Fig. 1: logic cells by family
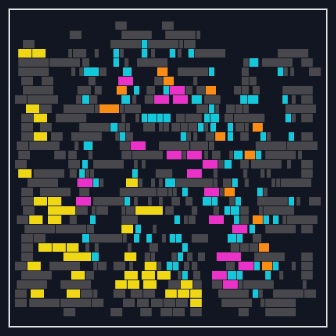
Fig. 2: register map, names as in the netlist
Other sequential cells in the stronger grey, the rest of the logic in the fainter grey.
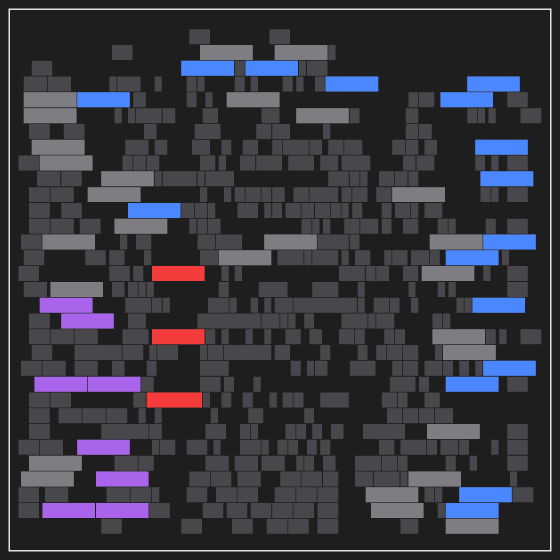
**src/rtl/booth_mult_seq.sv**
```systemverilog


module booth_mult_seq #(
    parameter int WIDTH = 8,
    parameter int STEPS = WIDTH / 2
) (
    input  logic                 clk,
    input  logic                 rst,
    input  logic                 start,
    input  logic [WIDTH-1:0]     multiplicand,
    input  logic [WIDTH-1:0]     multiplier,
    output logic                 busy,
    output logic                 done,
    output logic [2*WIDTH-1:0]   product,
    output logic [WIDTH-1:0]     enc_x,
    output logic [2:0]           enc_operand,
    input  logic [2*WIDTH-1:0]   enc_partial_p
);

    localparam int SW = $clog2(STEPS + 1);
    localparam logic [SW-1:0] LAST_STEP = SW'(STEPS - 1);

    typedef enum logic [1:0] {
        IDLE = 2'b00,
        RUN  = 2'b01,
        DONE = 2'b10
    } state_t;

    state_t             state_r;
    logic [SW-1:0]      step_r;
    logic [WIDTH-1:0]   a_r;
    logic [WIDTH-1:0]   b_r;
    logic [2*WIDTH-1:0] acc_r;
    logic [2*WIDTH-1:0] product_r;
    logic               busy_r;
    logic               done_r;

    logic [SW:0]        shamt_s;
    logic [WIDTH:0]     b_ext_s;
    logic [WIDTH:0]     b_shift_s;
    logic [2:0]         triplet_s;
    logic [2*WIDTH-1:0] addend_s;
    logic [2*WIDTH-1:0] sum_s;

    // Step k weighs its partial product by 4^k; B[-1] is the appended zero below bit 0.
    assign shamt_s  = {step_r, 1'b0};
    assign b_ext_s  = {b_r, 1'b0};
    assign b_shift_s = b_ext_s >> shamt_s;
    assign addend_s = enc_partial_p << shamt_s;
    assign sum_s    = acc_r + addend_s;

    // Triplet is only presented while running so the encoder yields zero otherwise.
    always_comb begin
        triplet_s = 3'b000;
        if (state_r == RUN) begin
            triplet_s = b_shift_s[2:0];
        end else begin
            triplet_s = 3'b000;
        end
    end

    // Control FSM, operand latches, accumulator and registered handshake outputs.
    always_ff @(posedge clk or posedge rst) begin
        if (rst) begin
            state_r   <= IDLE;
            step_r    <= {SW{1'b0}};
            a_r       <= {WIDTH{1'b0}};
            b_r       <= {WIDTH{1'b0}};
            acc_r     <= {(2*WIDTH){1'b0}};
            product_r <= {(2*WIDTH){1'b0}};
            busy_r    <= 1'b0;
            done_r    <= 1'b0;
        end else begin
            case (state_r)
                IDLE: begin
                    done_r <= 1'b0;
                    if (start) begin
                        a_r     <= multiplicand;
                        b_r     <= multiplier;
                        acc_r   <= {(2*WIDTH){1'b0}};
                        step_r  <= {SW{1'b0}};
                        busy_r  <= 1'b1;
                        state_r <= RUN;
                    end else begin
                        busy_r  <= 1'b0;
                        state_r <= IDLE;
                    end
                end
                RUN: begin
                    acc_r  <= sum_s;
                    step_r <= step_r + SW'(1);
                    busy_r <= 1'b1;
                    if (step_r == LAST_STEP) begin
                        product_r <= sum_s;
                        done_r    <= 1'b1;
                        state_r   <= DONE;
                    end else begin
                        done_r    <= 1'b0;
                        state_r   <= RUN;
                    end
                end
                DONE: begin
                    done_r  <= 1'b0;
                    busy_r  <= 1'b0;
                    state_r <= IDLE;
                end
                default: begin
                    done_r  <= 1'b0;
                    busy_r  <= 1'b0;
                    step_r  <= {SW{1'b0}};
                    state_r <= IDLE;
                end
            endcase
        end
    end

    assign busy        = busy_r;
    assign done        = done_r;
    assign product     = product_r;
    assign enc_x       = a_r;
    assign enc_operand = triplet_s;

endmodule

```
**config.mk**
```make
export PLATFORM = sky130hd
export DESIGN_NAME = booth_mult_seq
export DESIGN_NICKNAME = d
export VERILOG_FILES = /design/src/rtl/booth_mult_seq.sv
export SDC_FILE = /design/constraint.sdc
export NUM_CORES = 1
export LEC_CHECK = 0
export ABC_AREA = 0
export CELL_PAD_IN_SITES_DETAIL_PLACEMENT = 0
export CELL_PAD_IN_SITES_GLOBAL_PLACEMENT = 1
export CORE_UTILIZATION = 40
export DETAILED_ROUTE_END_ITERATION = 10
export PLACE_DENSITY = 0.78
export RECOVER_POWER = 100
export SYNTH_ARGS = -nofsm -noshare
export SYNTH_HDL_FRONTEND = slang
export SYNTH_SLANG_ARGS = --single-unit
```
**constraint.sdc**
```tcl
create_clock -name clk -period 3.5 [get_ports clk]
set_input_delay 0.875 -clock clk [delete_from_list [all_inputs] [get_ports clk]]
set_output_delay 0.875 -clock clk [all_outputs]
set_load 0.01 [all_outputs]
```
==> summary.txt <==
flow finished, numbers: outcome=completed, RSZ-0062 raised after global routing=false, Non-clock buffer share=19.1%, global-route wire length before repair=between 10 and 15 mm, Placer Congestion=0.864, Max clock buf depth=2, Layout Area Growth over Synthesis=30.8%, H-tree levels=2, Max Clock Skew=0.00833 ns, AO/OA Area Share=18.1%, Clock Power=525 uW, Synth Cell Area=0.00331 mm^2, DR WL/cell=15.3 um, vias in the first global route=2853, fin cells=between 500 and 600, final setup vio count=0, yosys adder share=7.03%, vias post-DR=slightly below 3000, mux share=12.5%, Sequential Power Share=24.2%, Pins Over Slew Limit=0, Post-DP HPWL=6.35 mm, clock network area share=around 3.3%, Pleak=1.91 nW, Worst Path Class, Setup=in -> reg, Synth Seq Share=40.8%, CTS tree=yes, comb. cell area=about 0.0018 mm^2, GRT Total Usage=20.5%, Final Cycle Share=92.7%, Post-Layout Inst Area=0.00433 mm^2, min-delay src=product[9], Routed Wire Length=between 8 and 9 mm, switch share=~43%, Die X=93.0 um, diode count=0, met2 Use GR=36.4%, Critical Path End=product[12], Slew @ Worst Pin=1.05 ns, proportion of power drawn by the clock network=10.9%, Area contributors post-synth=dfrtp_1 41%, mux2_2 6.8%, ha_1 6.4%, worst reg-to-reg path cell count=10
About Fig. 1:
orange -> xor and xnor cells  # cells 12
yellow -> mux cells  # cells 35
cyan -> aoi and oai cells  # cells 81
magenta -> fa/ha/maj cells  # cells 18

About Fig. 2:
blue -> product  # flops 16, where spread over the die
purple -> b_r  # flops 8
red -> step_r  # flops 3
sequential cell area: 0.00135 mm^2
end-of-flow core utilization: 55.2%
P_seq: 1.16 mW
Seq area share: 31.2%

Power and IR drop assume default switching activity.
